<file path="src/rtl/serial_frame_receiver_if.sv">
// Bundle of the serial-in / parallel-out signals of serial_frame_receiver.
// The slave modport is the receiver; the master modport is the bit source and word consumer.
interface serial_frame_receiver_if #(
  parameter int DATA_BITS = 8
);
  logic                 BitIn;
  logic                 BitValid;
  logic [DATA_BITS-1:0] Data;
  logic                 DataValid;
  logic                 FrameError;
  logic                 Busy;
  logic [1:0]           dbg_state;

  modport slave (
    input  BitIn,
    input  BitValid,
    output Data,
    output DataValid,
    output FrameError,
    output Busy,
    output dbg_state
  );

  modport master (
    output BitIn,
    output BitValid,
    input  Data,
    input  DataValid,
    input  FrameError,
    input  Busy,
    input  dbg_state
  );
endinterface

</file>
<file path="src/rtl/serial_frame_receiver.sv">
// Assembles start / DATA_BITS (LSB first) / [even parity] / stop frames from a strobed bit stream.
// Optional parity bit enabled by defining PARITY_EN.
//
// Handshake: BitIn is consumed only on rising edges where BitValid=1; there is no
// back-pressure. DataValid and FrameError are single-cycle registered pulses after
// the stop-bit edge, never both high; Data holds the last good word.
module serial_frame_receiver #(
  parameter int DATA_BITS = 8
) (
  input  logic                   Clock,
  input  logic                   Reset,
  serial_frame_receiver_if.slave bus
);

  localparam int CW = $clog2(DATA_BITS) + 1;
  localparam logic [CW-1:0] LAST_IDX = CW'(DATA_BITS - 1);

`ifdef PARITY_EN
  typedef enum logic [1:0] {
    IDLE   = 2'd0,
    DATA   = 2'd1,
    PARITY = 2'd2,
    STOP   = 2'd3
  } state_e;
`else
  typedef enum logic [1:0] {
    IDLE = 2'd0,
    DATA = 2'd1,
    STOP = 2'd3
  } state_e;
`endif

  state_e               state_q, state_d;
  logic [CW-1:0]        cnt_q, cnt_d;
  logic [DATA_BITS-1:0] shift_q, shift_d;
  logic [DATA_BITS-1:0] data_q, data_d;
  logic                 dv_q, dv_d;
  logic                 fe_q, fe_d;
  logic                 par_ok;

`ifdef PARITY_EN
  logic par_q, par_d;
  // Even parity: data bits XOR parity bit must be zero.
  assign par_ok = ~(^shift_q ^ par_q);
`else
  assign par_ok = 1'b1;
`endif

  always_ff @(posedge Clock) begin
    if (Reset) begin
      state_q <= IDLE;
      cnt_q   <= '0;
      shift_q <= '0;
      data_q  <= '0;
      dv_q    <= 1'b0;
      fe_q    <= 1'b0;
`ifdef PARITY_EN
      par_q   <= 1'b0;
`endif
    end else begin
      state_q <= state_d;
      cnt_q   <= cnt_d;
      shift_q <= shift_d;
      data_q  <= data_d;
      dv_q    <= dv_d;
      fe_q    <= fe_d;
`ifdef PARITY_EN
      par_q   <= par_d;
`endif
    end
  end

  always_comb begin
    state_d = state_q;
    cnt_d   = cnt_q;
    shift_d = shift_q;
    data_d  = data_q;
    dv_d    = 1'b0;
    fe_d    = 1'b0;
`ifdef PARITY_EN
    par_d   = par_q;
`endif
    if (bus.BitValid) begin
      case (state_q)
        IDLE: begin
          if (!bus.BitIn) begin
            state_d = DATA;
            cnt_d   = '0;
            shift_d = '0;
`ifdef PARITY_EN
            par_d   = 1'b0;
`endif
          end
        end
        DATA: begin
          // Place the bit at its index so the word lands LSB first.
          for (int i = 0; i < DATA_BITS; i++) begin
            if (cnt_q == CW'(i)) shift_d[i] = bus.BitIn;
          end
          cnt_d = cnt_q + CW'(1);
          if (cnt_q == LAST_IDX) begin
`ifdef PARITY_EN
            state_d = PARITY;
`else
            state_d = STOP;
`endif
          end
        end
`ifdef PARITY_EN
        PARITY: begin
          par_d   = bus.BitIn;
          state_d = STOP;
        end
`endif
        STOP: begin
          state_d = IDLE;
          if (bus.BitIn && par_ok) begin
            data_d = shift_q;
            dv_d   = 1'b1;
          end else begin
            fe_d   = 1'b1;
          end
        end
        default: state_d = IDLE;
      endcase
    end
  end

  assign bus.Data       = data_q;
  assign bus.DataValid  = dv_q;
  assign bus.FrameError = fe_q;
  assign bus.Busy       = (state_q != IDLE);
  assign bus.dbg_state  = state_q;

endmodule

</file>
<file path="src/flat_wrapper.sv">
// flat-port wrapper written by rule: the top's interface ports become plain ports
module serial_frame_receiver_flat 
#(
  parameter int DATA_BITS = 8
)
  (Clock, Reset, bus_BitIn, bus_BitValid, bus_Data, bus_DataValid, bus_FrameError, bus_Busy, bus_dbg_state);
  serial_frame_receiver_if #(.DATA_BITS(DATA_BITS)) bus_i ();
  input  logic Clock;
  input  logic Reset;
  input wire logic [$bits(bus_i.BitIn)-1:0] bus_BitIn;
  input wire logic [$bits(bus_i.BitValid)-1:0] bus_BitValid;
  output wire logic [$bits(bus_i.Data)-1:0] bus_Data;
  output wire logic [$bits(bus_i.DataValid)-1:0] bus_DataValid;
  output wire logic [$bits(bus_i.FrameError)-1:0] bus_FrameError;
  output wire logic [$bits(bus_i.Busy)-1:0] bus_Busy;
  output wire logic [$bits(bus_i.dbg_state)-1:0] bus_dbg_state;
  assign bus_i.BitIn = bus_BitIn;
  assign bus_i.BitValid = bus_BitValid;
  assign bus_Data = bus_i.Data;
  assign bus_DataValid = bus_i.DataValid;
  assign bus_FrameError = bus_i.FrameError;
  assign bus_Busy = bus_i.Busy;
  assign bus_dbg_state = bus_i.dbg_state;
  serial_frame_receiver #(.DATA_BITS(DATA_BITS)) u_core (.Clock(Clock), .Reset(Reset), .bus(bus_i));
endmodule
</file>
<file path="config.mk">
export PLATFORM = sky130hd
export DESIGN_NAME = serial_frame_receiver_flat
export DESIGN_NICKNAME = d
export VERILOG_FILES = /design/src/rtl/serial_frame_receiver_if.sv /design/src/rtl/serial_frame_receiver.sv /design/src/flat_wrapper.sv
export SDC_FILE = /design/constraint.sdc
export NUM_CORES = 1
export LEC_CHECK = 0
export CAP_MARGIN = 20
export CORE_ASPECT_RATIO = 1.75
export CORE_MARGIN = 2
export CORE_UTILIZATION = 40
export DETAILED_ROUTE_END_ITERATION = 8
export PLACE_DENSITY_LB_ADDON = 0.25
export SETUP_SLACK_MARGIN = 0.1
export SYNTH_ARGS = -nofsm -noshare
export SYNTH_HDL_FRONTEND = slang
export SYNTH_SLANG_ARGS = --single-unit
</file>
<file path="constraint.sdc">
create_clock -name Clock -period 4.1 [get_ports Clock]
set_clock_uncertainty 0.2 [all_clocks]
set_input_delay 0.615 -clock Clock [delete_from_list [all_inputs] [get_ports Clock]]
set_output_delay 0.615 -clock Clock [all_outputs]
set_load 0.1 [all_outputs]
</file>
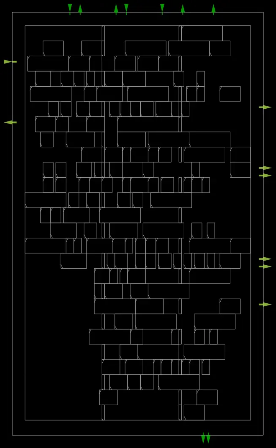
Figure 1: cell placement.
Final Non-Filler Cells: 179
number of tap cells added at floorplan: 28

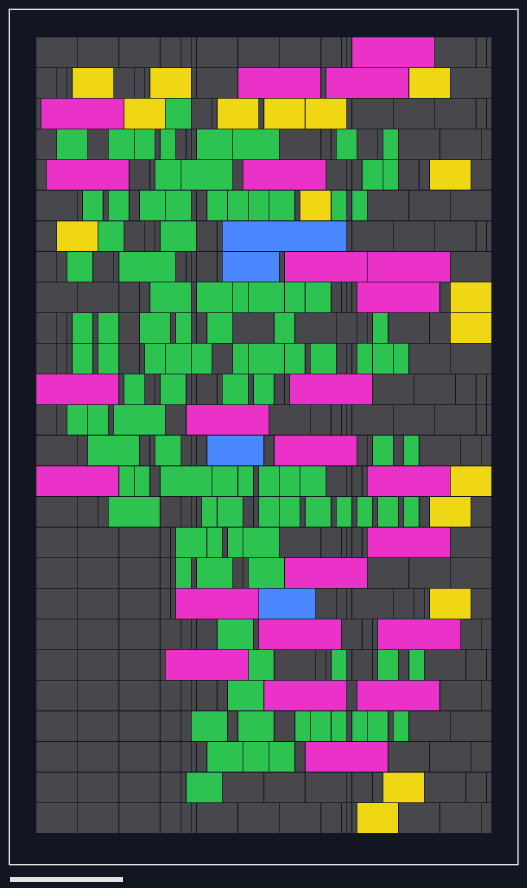
Figure 2: cells colored by class.
Bar = 10 um. Fill, decap, tap and diode cells in gray.
Key: blue = clock drivers and dummy loads [cells 4]; green = combinational and other logic [cells 106]; yellow = remaining buffers and delay cells [cells 17]; magenta = sequential cells [cells 24]

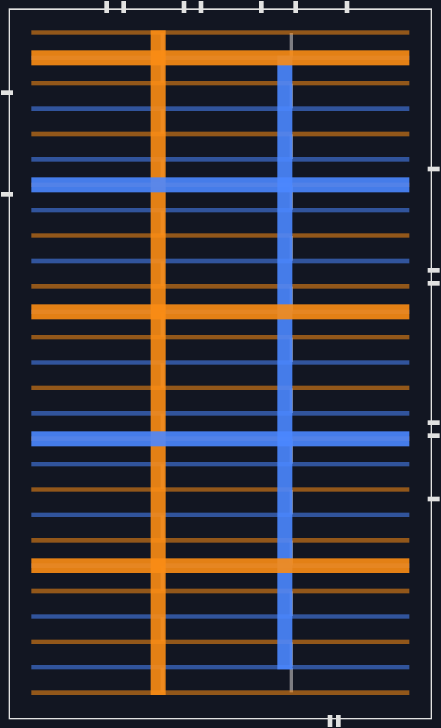
Figure 3: power grid.
Pins as bars on the die edge. Tap cells in gray.
Key: blue = VDD; orange = VSS
The core has 26 rows. 5 straps on met5.

==> run notes <==
Notes on the flow outputs.

- For reference, the critical path is launched at u_core.bus.dbg_state[0].
- The post-synthesis cell count from yosys reads 141.
- The part of the cycle the worst path needs reads 0.714.
- The worst hold path passes through 2 cells.
- The die area reads 3420 um2.
- The path type of the worst setup path reads register to output port.
- Setup repair after global routing left no endpoint under its margin.
- Looking at the worst setup and hold paths, the clock pins of their registers show a slew of 90 ps.
- The area fraction of the largest cell type after synthesis is 0.407.
- Per the layout area report, the combinational gate area comes to 607 um2.
- Before any placement, the netlist area is recorded as 1180 um2.
- In this run the remaining antenna-violating nets after routing total 0.
- The pin count of the biggest net entering global routing is 18.
- The H-tree depth is 1.
- The report shows a maximum critical-path fanout of 14.
- Among all cell types in the netlist, the one instantiated most often is sky130_fd_sc_hd__dfxtp_1.
- The global router's overall resource usage is 0.160.
- Static timing analysis puts the maximum clock frequency at 341 MHz.
- The number of vias per cell after detailed routing is 5.61.
- The chip height reads 75.8 um.
- The main flop type reads sky130_fd_sc_hd__dfxtp_1.
- The end point of the worst hold path is u_core.bus.Data[1].
- Yosys reported that registers with async set or reset make up 0.
- The capturing element of the worst setup path reads bus_Busy.
- The average cell area after synthesis is 8.37 um2.
- The placement row count is 26.
- The buffer levels on the longest clock path reads 2.
- The actual transition at the worst max-transition pin is 967 ps.
- The type of element launching the critical path is a register.
- For this run, design rule violations remaining after detail routing come to 0.
- The leakage component of the power is 0.478 nW.
- The final hold violation count is 0.
- The peak supply drop is 237 uV.
- Counting cells, the worst reg-to-reg path comes to 3.
- The instance tally after logic synthesis reads 141.
- The number of maximum-capacitance constraint violations is 0.
- The cell type of the slowest stage on the worst timing path reads sky130_fd_sc_hd__clkdlybuf4s50_1.
- The clock tree from TritonCTS is done.
- Ranked by instance count, the synthesized netlist is headed by sky130_fd_sc_hd__dfxtp_1, sky130_fd_sc_hd__nand2_1, sky130_fd_sc_hd__a21oi_1, sky130_fd_sc_hd__nand3_1, sky130_fd_sc_hd__nor2b_1.
- The number of filler instances in the final layout reads 295.
- The worst hold margin is 257 ps.
- The capture point of the worst reg-to-reg path is u_core.shift_q[4].
- The worst-case headroom to the max-slew limit is 0.353.
- The number of warnings in the stage logs reads 29.
- The beginning of the worst register-to-register path reads u_core.bus.dbg_state[0].
- The width of the die is 45.1 um.
- For this design the ratio of total power to cell area is 345 nW/um2.
- The type of destination of the critical path reads an output port.
- The script logs the mean routed wire length per placed instance as 13.7 um.
- Sorting the synthesized cells by area gives the leading types as sky130_fd_sc_hd__dfxtp_1, sky130_fd_sc_hd__o311ai_0, sky130_fd_sc_hd__a21oi_1, sky130_fd_sc_hd__nand2_1, sky130_fd_sc_hd__nor2b_1.
- The flop and latch count out of synthesis is 24.
- The number of synthesized flops with an enable pin reads 0.
- The initial antenna violation count was 0.
- The first global-routing pass estimated 4.09 mm of wire.
- As reported, the later end of the worst-skew pair has a clock insertion delay of 270 ps.
- The post-route minimum period is 2930 ps.
- The share of post-route cells with drive strength above 1 reads 0.0596.
- Counting every sink on the clock net gives 24.
- The run finished with clean final reports.
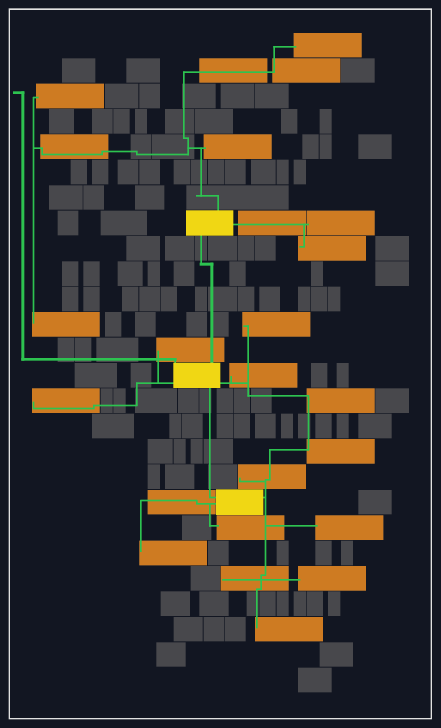
Figure 4: clock distribution.
Key: yellow = clock drivers [count 3]; orange = flip-flops [count 24]; green = clock wires [length 286 um]
Position of the flops: widely spread.

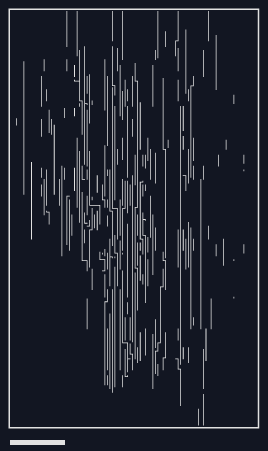
Figure 5: metal 2.
Bar = 10 um.
The longest straight run is 46.9 um. The layer carries 1320 um of wire.

[layer usage]
| layer | share of wire | up-vias | track usage |
|---|---|---|---|
| met5 | 0 | - | 0 |
| li1 | - | 520 | - |
| met2 | 0.54 | 23 | 0.283 |
| met3 | 0.023 | 6 | 0.0213 |
| met1 | 0.42 | 455 | 0.184 |
| met4 | 0.017 | 0 | 0.0784 |
[registers in the layout (all words and copies together), names as in the netlist]
name and cells:
u_core.bus.dbg_state 2, u_core.cnt_q 4, u_core.bus.DataValid 1, u_core.bus.Data 8, u_core.shift_q 8, u_core.bus.FrameError 1
[metrics by stage]
stage | util | cell area, um2 | total power [mW] | std cells | worst slack (ps)
finish | 0.487 | 1400 | 0.481 | 179 | 1170
global route | 0.487 | 1400 | 0.496 | 179 | 1080
CTS | 0.487 | 1400 | 0.486 | 179 | 1160
detailed placement | 0.462 | 1320 | 0.280 | 175 | 1460
global placement | 0.462 | 1320 | 0.279 | 175 | 1460
floorplan | - | 1180 | 0.270 | 141 | 1540
[cell usage in the layout (no fill, tap or decap)]
master                             n
sky130_fd_sc_hd__dfxtp_1          24
sky130_fd_sc_hd__nand2_1          16
sky130_fd_sc_hd__clkdlybuf4s50_1  16
sky130_fd_sc_hd__a21oi_1          12
sky130_fd_sc_hd__nand3_1          11
sky130_fd_sc_hd__nor2b_1           9
sky130_fd_sc_hd__inv_1             8
sky130_fd_sc_hd__o21ai_0           8
sky130_fd_sc_hd__o311ai_0          7
sky130_fd_sc_hd__nand4_1           5
sky130_fd_sc_hd__nand2b_1          4
sky130_fd_sc_hd__ha_1              4
sky130_fd_sc_hd__nor2_1            3
sky130_fd_sc_hd__o221ai_1          3
sky130_fd_sc_hd__clkbuf_8          3
sky130_fd_sc_hd__and4_1            2
sky130_fd_sc_hd__a31oi_1           2
sky130_fd_sc_hd__or2_2             1
sky130_fd_sc_hd__a211oi_1          1
sky130_fd_sc_hd__nand2b_4          1
sky130_fd_sc_hd__and2_0            1
sky130_fd_sc_hd__nor3b_2           1
sky130_fd_sc_hd__nand4b_1          1
sky130_fd_sc_hd__and3b_1           1
sky130_fd_sc_hd__nand4bb_1         1
sky130_fd_sc_hd__inv_2             1
sky130_fd_sc_hd__or4_1             1
sky130_fd_sc_hd__nor4bb_1          1
sky130_fd_sc_hd__o31ai_1           1
sky130_fd_sc_hd__bufinv_16         1
sky130_fd_sc_hd__buf_4             1
[logic make-up (layout without fill, tap and decap cells)]
group           Yosys count  after routing  share of synthesized area
compound gates           34             34                      0.182
fa+ha+maj                 4              4                     0.0424
buf+inv                  20             30                     0.0785
flops                    24             24                      0.407
simple gates             59             59                      0.290
[layout make-up]
type / count / share of cell area
multi-input cells: 97 / 0.435
flip-flops and latches: 24 / 0.344
repair buffers: 17 / 0.120
clock buffers: 3 / 0.0296
well taps: 28 / 0.0251
inverters: 9 / 0.0242
clock inverters: 1 / 0.0215
[where the power goes]
group          internal [mW]  switching (mW)
logic                 0.0106          0.0262
registers              0.234         0.00286
clock network          0.131          0.0764
total                  0.376           0.105
[worst max-delay path: cells and delay by family (launching register included)]
family,cells,cell delay (ps)
buffers and inverters,1,1120
flip-flops,1,550
AND/OR/NAND/NOR,1,180
Power and IR drop assume default switching activity.
